## src/rtl/readout_ctrl_pkg.sv

```systemverilog
// Shared types and width helpers for the parametrised exposure/readout controller.
package readout_ctrl_pkg;

    typedef enum logic [1:0] {
        IDLE   = 2'd0,
        ERASE  = 2'd1,
        EXPOSE = 2'd2,
        READ   = 2'd3
    } state_e;

    // Bits needed to index n distinct values (0..n-1), never less than one.
    function automatic int unsigned cnt_width(input int unsigned n);
        return (n <= 2) ? 1 : $clog2(n);
    endfunction

    function automatic int unsigned max3(input int unsigned a, input int unsigned b,
                                         input int unsigned c);
        int unsigned m;
        m = (a > b) ? a : b;
        return (m > c) ? m : c;
    endfunction

endpackage

```

## src/rtl/exposure_time_ctrl.sv

```systemverilog
// Saturating exposure-time register driven by the increase/decrease buttons.
module exposure_time_ctrl #(
    parameter int unsigned EXP_W     = 5,
    parameter int unsigned EXP_MIN   = 2,
    parameter int unsigned EXP_MAX   = 30,
    parameter int unsigned EXP_RESET = 10
) (
    input  logic             clk_i,
    input  logic             rst_i,
    input  logic             inc_i,
    input  logic             dec_i,
    output logic [EXP_W-1:0] exp_o
);

    logic [EXP_W-1:0] exp_q, exp_d;

    always_comb begin
        exp_d = exp_q;
        if (inc_i && !dec_i) begin
            exp_d = (exp_q >= EXP_W'(EXP_MAX)) ? EXP_W'(EXP_MAX) : exp_q + EXP_W'(1);
        end else if (dec_i && !inc_i) begin
            exp_d = (exp_q <= EXP_W'(EXP_MIN)) ? EXP_W'(EXP_MIN) : exp_q - EXP_W'(1);
        end
    end

    always_ff @(posedge clk_i) begin
        if (rst_i) exp_q <= EXP_W'(EXP_RESET);
        else       exp_q <= exp_d;
    end

    assign exp_o = exp_q;

endmodule

```

## src/rtl/readout_ctrl_param.sv

```systemverilog
// Erase -> Expose -> per-row readout sequencer with N_ROWS rows and optional continuous capture.
module readout_ctrl_param
    import readout_ctrl_pkg::*;
#(
    parameter int unsigned EXP_W     = 5,
    parameter int unsigned EXP_MIN   = 2,
    parameter int unsigned EXP_MAX   = 30,
    parameter int unsigned EXP_RESET = 10,
    parameter int unsigned N_ROWS    = 2,
    parameter int unsigned ROW_CYC   = 4,
    parameter int unsigned ERASE_CYC = 1
) (
    input  logic              Clk,
    input  logic              Reset,
    input  logic              Init,
    input  logic              Exp_increase,
    input  logic              Exp_decrease,
    input  logic              Continuous,
    output logic              Erase,
    output logic              Expose,
    output logic [N_ROWS-1:0] NRE,
    output logic              ADC,
    output logic              Busy,
    output logic              Frame_done,
    output logic [EXP_W-1:0]  Exp_time
);

    localparam int unsigned PH_W = cnt_width(max3(EXP_MAX, ROW_CYC, ERASE_CYC) + 1);
    localparam int unsigned RW   = cnt_width(N_ROWS);

    state_e            state_q, state_d;
    logic [PH_W-1:0]   phase_q, phase_d;
    logic [RW-1:0]     row_q, row_d;
    logic [EXP_W-1:0]  frame_exp_q, frame_exp_d;
    logic              erase_d, expose_d, adc_d, busy_d, done_d;
    logic [N_ROWS-1:0] nre_d;

    exposure_time_ctrl #(
        .EXP_W    (EXP_W),
        .EXP_MIN  (EXP_MIN),
        .EXP_MAX  (EXP_MAX),
        .EXP_RESET(EXP_RESET)
    ) u_exp (
        .clk_i(Clk),
        .rst_i(Reset),
        .inc_i(Exp_increase),
        .dec_i(Exp_decrease),
        .exp_o(Exp_time)
    );

    always_comb begin
        state_d     = state_q;
        phase_d     = phase_q + PH_W'(1);
        row_d       = row_q;
        frame_exp_d = frame_exp_q;
        done_d      = 1'b0;
        case (state_q)
            IDLE: begin
                phase_d = '0;
                if (Init) state_d = ERASE;
            end
            ERASE: begin
                if (phase_q == PH_W'(ERASE_CYC - 1)) begin
                    state_d = EXPOSE;
                    phase_d = '0;
                end
            end
            EXPOSE: begin
                if (phase_q == PH_W'(frame_exp_q - EXP_W'(1))) begin
                    state_d = READ;
                    phase_d = '0;
                    row_d   = '0;
                end
            end
            READ: begin
                if (phase_q == PH_W'(ROW_CYC - 1)) begin
                    phase_d = '0;
                    if (row_q == RW'(N_ROWS - 1)) begin
                        done_d  = 1'b1;
                        state_d = Continuous ? ERASE : IDLE;
                    end else begin
                        row_d = row_q + RW'(1);
                    end
                end
            end
            default: state_d = IDLE;
        endcase
        // Latch the exposure for the whole frame so button presses only affect the next one.
        if (state_d == ERASE && state_q != ERASE) frame_exp_d = Exp_time;
    end

    // Outputs are decoded from the next state so they can be registered without extra latency.
    always_comb begin
        erase_d  = (state_d == ERASE);
        expose_d = (state_d == EXPOSE);
        busy_d   = (state_d != IDLE);
        adc_d    = (state_d == READ) && (phase_d != '0) && (phase_d != PH_W'(ROW_CYC - 1));
        nre_d    = '1;
        for (int unsigned r = 0; r < N_ROWS; r++) begin
            if (state_d == READ && row_d == RW'(r)) nre_d[r] = 1'b0;
        end
    end

    always_ff @(posedge Clk) begin
        if (Reset) begin
            state_q    <= IDLE;
            phase_q    <= '0;
            row_q      <= '0;
            Erase      <= 1'b0;
            Expose     <= 1'b0;
            NRE        <= '1;
            ADC        <= 1'b0;
            Busy       <= 1'b0;
            Frame_done <= 1'b0;
        end else begin
            state_q    <= state_d;
            phase_q    <= phase_d;
            row_q      <= row_d;
            Erase      <= erase_d;
            Expose     <= expose_d;
            NRE        <= nre_d;
            ADC        <= adc_d;
            Busy       <= busy_d;
            Frame_done <= done_d;
        end
    end

    always_ff @(posedge Clk) begin
        frame_exp_q <= frame_exp_d;
    end

endmodule

```

## config.mk

```make
export PLATFORM = sky130hd
export DESIGN_NAME = readout_ctrl_param
export DESIGN_NICKNAME = d
export VERILOG_FILES = /design/src/rtl/readout_ctrl_pkg.sv /design/src/rtl/exposure_time_ctrl.sv /design/src/rtl/readout_ctrl_param.sv
export SDC_FILE = /design/constraint.sdc
export NUM_CORES = 1
export LEC_CHECK = 0
export CORE_ASPECT_RATIO = 1.4
export CORE_MARGIN = 4
export CORE_UTILIZATION = 25
export DETAILED_ROUTE_END_ITERATION = 16
export DONT_BUFFER_PORTS = 1
export GPL_TIMING_DRIVEN = 0
export SLEW_MARGIN = 10
export SYNTH_ARGS = -nofsm -noshare
export SYNTH_HDL_FRONTEND = slang
export SYNTH_SLANG_ARGS = --single-unit
```

## constraint.sdc

```tcl
create_clock -name Clk -period 2.3 [get_ports Clk]
set_input_delay 0.69 -clock Clk [delete_from_list [all_inputs] [get_ports Clk]]
set_output_delay 0.69 -clock Clk [all_outputs]
set_load 0.01 [all_outputs]
```

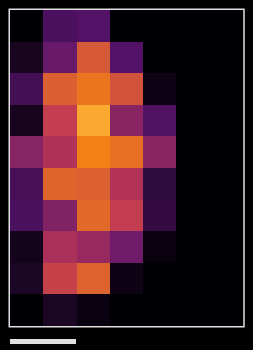
(images/cell_density.png)
Scale bar: 20 um. 7 x 10 tiles, from black (low) to pale yellow (high), 0 to 100% covered.
mean over tiles = 21%
emptiest ninth of the die = lower right
tiles over 75% full = 1.4%
fullest tile = 81%
densest ninth of the die = center
core area: 5280 um2
FP Core Util: 26.3%

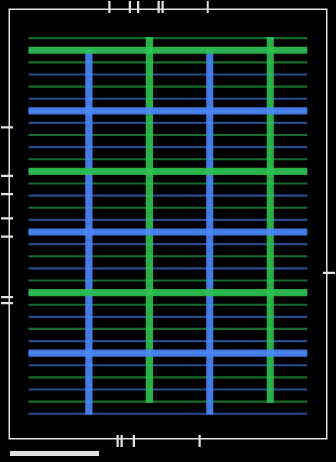
(images/power_grid.png)
Scale bar: 20 um. Pins as bars on the die edge.
green -> VDD
blue -> VSS
met4 straps = 4
rows = 31
signal pins = 18
peak supply drop: 0.480 mV
die width: 70.9 um
Die Ht: 96.1 um

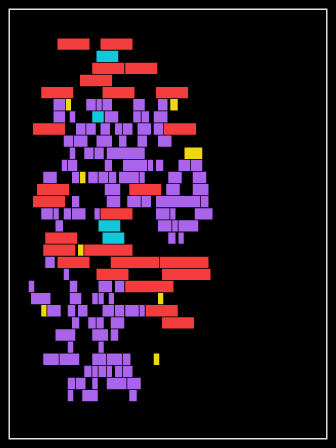
(images/placement_by_type.png)
red -> flops  # cells 25, share of their area 38%
cyan -> clock drivers and dummy loads  # cells 4, share of their area 3.4%
yellow -> other buffers and delay cells  # cells 8, share of their area 2.7%
purple -> combinational and other logic  # cells 115, share of their area 56%

final cells by class:
| class | count | area (um2) | area share (%) |
|---|---|---|---|
| Clock inverter | 1 | 7.51 | 0.491 |
| Tap cell | 66 | 82.6 | 5.41 |
| Buffer | 8 | 38.8 | 2.54 |
| Multi-Input combinational cell | 104 | 766 | 50.1 |
| Inverter | 11 | 41.3 | 2.70 |
| Sequential cell | 25 | 551 | 36.0 |
| Clock buffer | 3 | 41.3 | 2.70 |
cell usage in the layout, fill, tap and decap left out, types with 3 or more instances in the layout:
cell type and n:
dfxtp_1 20, inv_1 11, nor2_1 8, nor3_1 8
a21oi_1 8, nor4_1 7, clkbuf_1 6, ha_1 6
xor2_1 5, xnor2_1 5, nand3_1 5, edfxtp_1 5
nand2_1 4, a31oi_1 4, o21ai_0 4, and3_1 3
clkbuf_8 3
==> out/metrics.cfg <==
[placed_design]
dp_slack_ns = 0.0793
globalplace.congestion = 0.789

[floorplan]
ioPinCount = 18
row_count = 31

[timing]
setup-tns-final_ns = 0

[global_route]
top_usage_layer = met2

[power]
switching_share_pct = 32.1
p_comb_share_pct = 22.4

[route]
vias = 1101

[worst_setup_path]
cp.depth = 6
path_class = register to register
crit_slowest_cell = dfxtp_1
cp_top_family = simple AND/OR/NAND/NOR gates
crit_path_max_incr_delay_ns = 0.43
startpoint = phase_q[1]

[synth]
ys.flop_type = dfxtp_1
synth_nets = 161
yosysTopAreaCellShare_pct = 28.9
muxShareOfSynthArea_pct = 0.723
avgSynthCellArea_um2 = 9.36
ys_types = 49
yosys-top-cells-area = dfxtp_1 29%, edfxtp_1 11%, ha_1 6.3%

[run_status]
run_status = complete, no violations

[cts]
hold_buffers = 0

[min_path]
hold_class = input pin to register

[run]
max_cap_violations = 0

[layout]
stdcell_count = 218

